[config.mk]
export PLATFORM = sky130hd
export DESIGN_NAME = string_feeder
export DESIGN_NICKNAME = d
export VERILOG_FILES = /design/src/rtl/string_feeder.sv
export SDC_FILE = /design/constraint.sdc
export NUM_CORES = 1
export LEC_CHECK = 0
export CAP_MARGIN = 40
export CORE_ASPECT_RATIO = 0.7
export CORE_MARGIN = 10
export CORE_UTILIZATION = 49
export DETAILED_ROUTE_END_ITERATION = 7
export PLACE_DENSITY = 0.86
export SETUP_SLACK_MARGIN = 0.5
export SLEW_MARGIN = 0
export SYNTH_ARGS = -nofsm -noshare
export SYNTH_HDL_FRONTEND = slang
export SYNTH_SLANG_ARGS = --single-unit
[constraint.sdc]
create_clock -name clk -period 2.45 [get_ports clk]
set_input_delay 0.3675 -clock clk [delete_from_list [all_inputs] [get_ports clk]]
set_output_delay 0.3675 -clock clk [all_outputs]
set_load 0.005 [all_outputs]
[src/rtl/string_feeder.sv]
// -----------------------------------------------------------------------------
// string_feeder
//
// Upstream stage of a WS2812B string driver. On each frame_start it pops
// exactly NUM_PIXELS pixels from the frame-buffer FIFO. Each pixel has its
// colour bytes reordered and is handed to the driver over a valid/ready
// handshake. After the last pixel it requests blanking (h_blank), holds the
// request until the driver has entered blanking, waits for blanking to finish,
// and then pulses frame_done. There is one instance per LED string.
//
// Parameters
//   NUM_PIXELS   LEDs per string, 1..4095
//   COLOR_ORDER  0: FIFO {R,G,B} -> driver {G,R,B}; 1: pass-through
//
// Ports
//   clk               system clock, rising edge
//   rst               asynchronous active-high reset
//   frame_start       one-cycle request to send one frame
//   fifo_rd_data      FIFO data {R,G,B}, valid the cycle after fifo_rd_en
//   fifo_empty        FIFO empty flag
//   fifo_rd_en        FIFO pop strobe (combinational from state)
//   pixel_data        reordered pixel to the driver
//   pixel_data_valid  pixel_data valid
//   h_blank           blank/reset request to the driver
//   string_ready      driver ready; low while shifting or blanking
//   busy              frame in progress
//   frame_done        one-cycle pulse after blanking completes
//   underrun          sticky: FIFO empty seen mid-frame
//   overrun           sticky: frame_start seen while not accepting one
//
// State table
//   IDLE       | waiting for frame_start
//   FETCH      | popping next pixel; stalls while the FIFO is empty
//   CAPTURE    | FIFO data valid; register the reordered pixel
//   PRESENT    | pixel offered to the driver until string_ready
//   BLANK_WAIT | last pixel handed off; wait for the driver to finish it
//   BLANK_HOLD | h_blank asserted until the driver drops string_ready
//   BLANK_DONE | driver blanking; wait for ready, then pulse frame_done
// -----------------------------------------------------------------------------
module string_feeder #(
  parameter int NUM_PIXELS  = 150,
  parameter int COLOR_ORDER = 0
) (
  input  logic        clk,
  input  logic        rst,
  input  logic        frame_start,
  input  logic [23:0] fifo_rd_data,
  input  logic        fifo_empty,
  output logic        fifo_rd_en,
  output logic [23:0] pixel_data,
  output logic        pixel_data_valid,
  output logic        h_blank,
  input  logic        string_ready,
  output logic        busy,
  output logic        frame_done,
  output logic        underrun,
  output logic        overrun
);

  // A single-pixel string still needs a one-bit counter to keep widths legal.
  localparam int              CNT_W    = (NUM_PIXELS > 1) ? $clog2(NUM_PIXELS) : 1;
  localparam logic [CNT_W-1:0] LAST_IDX = CNT_W'(NUM_PIXELS - 1);
  localparam logic [CNT_W-1:0] CNT_ONE  = CNT_W'(1);

  typedef enum logic [2:0] {
    IDLE,
    FETCH,
    CAPTURE,
    PRESENT,
    BLANK_WAIT,
    BLANK_HOLD,
    BLANK_DONE
  } state_t;

  state_t           state;
  state_t           state_next;
  logic [CNT_W-1:0] count;
  logic [CNT_W-1:0] count_next;
  logic [23:0]      pixel_next;
  logic             valid_next;
  logic             h_blank_next;
  logic             busy_next;
  logic             done_next;
  logic             underrun_next;
  logic             overrun_next;
  logic [23:0]      reordered;

  // Byte steering only; no arithmetic on colour data.
  generate
    if (COLOR_ORDER == 0) begin : g_grb
      assign reordered = {fifo_rd_data[15:8], fifo_rd_data[23:16], fifo_rd_data[7:0]};
    end else begin : g_pass
      assign reordered = fifo_rd_data;
    end
  endgenerate

  assign fifo_rd_en = (state == FETCH) && !fifo_empty;

  always_ff @(posedge clk or posedge rst) begin
    if (rst) begin
      state <= IDLE;
    end else begin
      state <= state_next;
    end
  end

  always_comb begin
    state_next    = state;
    count_next    = count;
    pixel_next    = pixel_data;
    valid_next    = pixel_data_valid;
    h_blank_next  = h_blank;
    busy_next     = busy;
    done_next     = 1'b0;
    underrun_next = underrun;
    overrun_next  = overrun;

    // A start request is only honoured in IDLE and not in the cycle that
    // frame_done pulses; every other start request is flagged and dropped.
    if (frame_start && ((state != IDLE) || frame_done)) begin
      overrun_next = 1'b1;
    end

    case (state)
      IDLE: begin
        if (frame_start && !frame_done) begin
          count_next    = '0;
          underrun_next = 1'b0;
          overrun_next  = 1'b0;
          busy_next     = 1'b1;
          state_next    = FETCH;
        end
      end

      FETCH: begin
        if (!fifo_empty) begin
          state_next = CAPTURE;
        end else if (count != '0) begin
          // Empty before the first pixel is normal; after it, the frame is late.
          underrun_next = 1'b1;
        end
      end

      CAPTURE: begin
        pixel_next = reordered;
        valid_next = 1'b1;
        state_next = PRESENT;
      end

      PRESENT: begin
        if (string_ready) begin
          valid_next = 1'b0;
          if (count == LAST_IDX) begin
            state_next = BLANK_WAIT;
          end else begin
            count_next = count + CNT_ONE;
            state_next = FETCH;
          end
        end
      end

      BLANK_WAIT: begin
        if (string_ready) begin
          h_blank_next = 1'b1;
          state_next   = BLANK_HOLD;
        end
      end

      BLANK_HOLD: begin
        // The driver only samples h_blank while idle, so keep it up until
        // the driver shows it has started blanking.
        if (!string_ready) begin
          h_blank_next = 1'b0;
          state_next   = BLANK_DONE;
        end
      end

      BLANK_DONE: begin
        if (string_ready) begin
          done_next  = 1'b1;
          busy_next  = 1'b0;
          state_next = IDLE;
        end
      end

      default: begin
        state_next = IDLE;
      end
    endcase
  end

  always_ff @(posedge clk or posedge rst) begin
    if (rst) begin
      count            <= '0;
      pixel_data       <= '0;
      pixel_data_valid <= 1'b0;
      h_blank          <= 1'b0;
      busy             <= 1'b0;
      frame_done       <= 1'b0;
      underrun         <= 1'b0;
      overrun          <= 1'b0;
    end else begin
      count            <= count_next;
      pixel_data       <= pixel_next;
      pixel_data_valid <= valid_next;
      h_blank          <= h_blank_next;
      busy             <= busy_next;
      frame_done       <= done_next;
      underrun         <= underrun_next;
      overrun          <= overrun_next;
    end
  end

endmodule
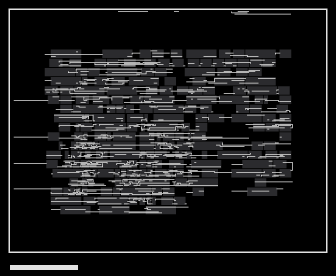
(the metal 1 layer)
The bar under the picture is 20 um long.
longest straight run = 20.7 um
nets with wire on the layer = 222
share of all routed wire = 39%
main direction = horizontal
M1 GR Usage: 17.9%
via count: 1440
WL final: 4.83 mm

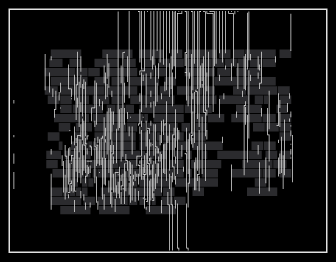
(metal 2)
nets with wire on the layer = 220
main direction = vertical
longest straight run = 35.0 um
share of all routed wire = 52%
GR Util met2: 25.3%

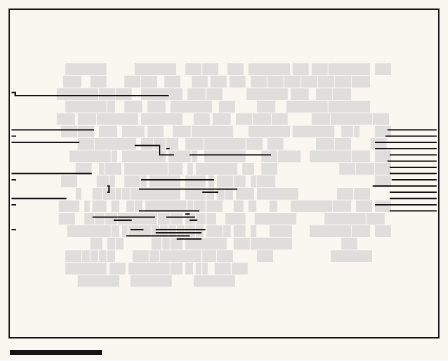
(signal wires on met3)
The bar under the picture is 20 um long.
longest straight run = 33.4 um
nets with wire on the layer = 37
main direction = horizontal
grt met3 use: 4.99%

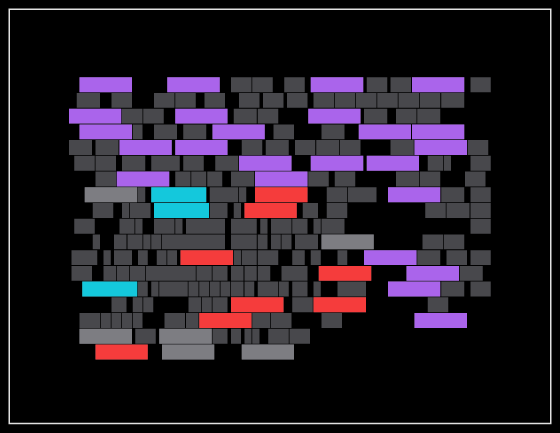
(where the registers sit)
Other sequential cells in the stronger grey, the rest of the logic in the fainter grey.
purple -> `pixel_data`  # placed flops 24
red -> `count`  # placed flops 8
cyan -> `state`  # placed flops 3
not coloured = 6
Flop area: 1030 um^2
sequential logic power: 1.16 mW
Layout Utilization: 72.7%

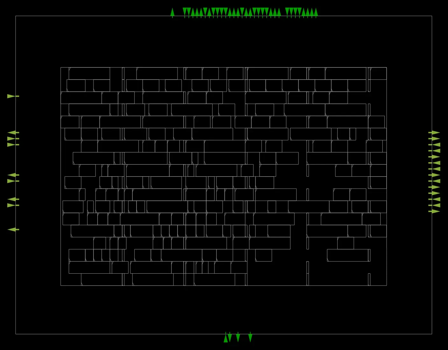
(cell outlines without signal wires)
TAP cells: 50
Post-Layout Cell Count: 263

==> results.sh <==
# physical design summary
export IMPL_final_common_cell="clkdlybuf4s50_1"
export IMPL_die_h_um=71.4
export IMPL_hpwl_mm=3.55
export IMPL_r2r_end="pixel_data[15]"
export IMPL_whs_endpoint="pixel_data[10]"
export IMPL_mostFrequentLayoutCells="clkdlybuf4s50_1, dfrtp_1, mux2_2, o21ai_0, nand2_1"
export IMPL_grt_first_pass_wirelength_mm=7.89
export IMPL_postSynthNetCount=183
export IMPL_syn_inst=151
export IMPL_dp_cells=253
export IMPL_setup_tns_ns=0
export IMPL_io_buffers=59
export IMPL_flop_cell="dfrtp_1"
export IMPL_worstHoldStart="pixel_data[10]"
export IMPL_htreeDepth=2
export IMPL_rows=18
export IMPL_worst_path_max_fanout=8
export IMPL_setup_viol=0
export IMPL_place_area_um2=2470
export IMPL_post_route_period_util_pct=68.9
export IMPL_worstSkewPairLatency_ns=0.29
export IMPL_top_area_cell="dfrtp_1"
export IMPL_r2r_cells=4
export IMPL_ir_drop_v=0.000771
export IMPL_p_per_area_nw_per_um2=1150
export IMPL_final_area_um2=2600
export IMPL_slew_violations=0
export IMPL_power_mw=2.99
export IMPL_final_antenna_net_count=0
export IMPL_die_w_um=93.4
export IMPL_clockPowerShare_pct=17.3
export IMPL_fillerInstances=236
export IMPL_viasPerCell=5.48
export IMPL_ys_ff=41
export IMPL_rsz0062_at_grt="false"
export IMPL_max_cap_viol_count=0
export IMPL_p_seq_share_pct=38.8
export IMPL_initCoreUtil_pct=51.6
export IMPL_io_pins=60
export IMPL_syn_to_final_growth_pct=40.7
export IMPL_edf_count=0
export IMPL_status="finished clean"
export IMPL_p_int_mw=2.06
export IMPL_yosys_cells=151
export IMPL_grt_use_total_pct=14.9
export IMPL_whs_path_depth=1
export IMPL_worstSetupPathType="input pin to flip-flop"
export IMPL_yosys_top_cells_area="dfrtp_1, mux2_2, o21ai_0"
export IMPL_ys_types=36
export IMPL_antenna_found_initial=0
export IMPL_max_stage_delay_ns=0.64
export IMPL_p_sw_share_pct=31.2
export IMPL_drc=0
export IMPL_worstReg2RegStart="state[0]"
export IMPL_clock_sinks=41
export IMPL_power_frac_comb_pct=43.9
export IMPL_nets=245
export IMPL_start_kind="input pin"
export IMPL_n_antenna_cell=0
export IMPL_crit_slowest_cell="clkdlybuf4s50_1"
export IMPL_hp_class="flip-flop to flip-flop"
## logic make-up after synthesis
group / after synthesis / share of synthesized area [%]
compound gates: 26 / 8.46
fa+ha+maj: 3 / 2.03
buf+inv: 14 / 3.72
flops: 41 / 55.5
mux: 29 / 17.3
simple gates: 38 / 13.0
## final cells by class
| class | instances | area [um^2] | share of cell area (%) |
|---|---|---|---|
| clock inverters | 2 | 35.0 | 1.35 |
| well taps | 50 | 62.6 | 2.40 |
| repair buffers | 64 | 631 | 24.2 |
| flip-flops and latches | 41 | 1030 | 39.6 |
| clock buffers | 5 | 68.8 | 2.64 |
| multi-input cells | 96 | 757 | 29.1 |
| inverters | 5 | 18.8 | 0.721 |
## synth_stat cells, types with 2 or more instances
| master | instances |
|---|---|
| dfrtp_1 | 41 |
| mux2_2 | 23 |
| o21ai_0 | 12 |
| nand2_1 | 8 |
| clkbuf_1 | 5 |
| inv_1 | 5 |
| mux2i_1 | 5 |
| nor2_1 | 5 |
| a21oi_1 | 4 |
| nand3_1 | 4 |
| ha_1 | 3 |
| nor3_1 | 3 |
| o211ai_1 | 3 |
| o31ai_1 | 3 |
| and3_1 | 2 |
| buf_4 | 2 |
| nand4_1 | 2 |
| or3_1 | 2 |
| or4_1 | 2 |
## how the worst max path moves through the flow
stage / from / endpoint / slack (ns) / depth (start not counted)
floorplan: state[0] / pixel_data[11] / 0.98 / 4
global placement: string_ready / count[7] / 0.55 / 4
detailed placement: string_ready / count[5] / 0.47 / 4
CTS: state[0] / fifo_rd_en / 0.52 / 2
global route: string_ready / count[5] / 0.69 / 4
finish: string_ready / count[5] / 0.76 / 4
## routing by layer
metal,GRT usage (%),up-vias,routed length [um]
li1,-,669,-
met5,0,-,0
met4,3.58,0,34
met2,25.3,56,2510
met1,17.9,709,1890
met3,4.99,6,402
## stage by stage
| step | utilization [%] | worst slack, ns | hold WS (ns) |
|---|---|---|---|
| 6_report | 72.7 | 0.761 | 0.494 |
| 5_1_grt | 72.7 | 0.693 | 0.519 |
| 4_1_cts | 72.4 | 0.518 | 0.497 |
| 3_5_place_dp | 68.9 | 0.467 | 0.480 |
| 3_3_place_gp | 68.9 | 0.555 | 0.474 |
| 2_1_floorplan | - | 0.978 | 0.456 |
## power groups by stage
stage	registers [mW]	clock network, mW	logic, mW
2_1_floorplan	1.14	0	0.639
3_3_place_gp	1.18	0	1.20
3_5_place_dp	1.21	0	1.25
4_1_cts	1.18	0.528	1.30
5_1_grt	1.20	0.566	1.43
6_report	1.16	0.517	1.31
## worst max-delay path, delay by kind of cell
kind                   cells  cell delay, ns
buffers and inverters      1            0.64
AND-OR/OR-AND              1            0.16
AND/OR/NAND/NOR            2            0.73
## state kept, by name (all words and copies together) (netlist names), named ones only
signal,cells
pixel_data_valid,1
state,3
busy,1
h_blank,1
count,8
frame_done,1
underrun,1
pixel_data,24
## timing repair
action                                  4_1_cts  5_1_grt
gates resized                                 4        1
setup buffers                                 2        1
endpoints found under the hold margin         0        0
endpoints found under the setup margin        1        1
Power and IR drop assume default switching activity.
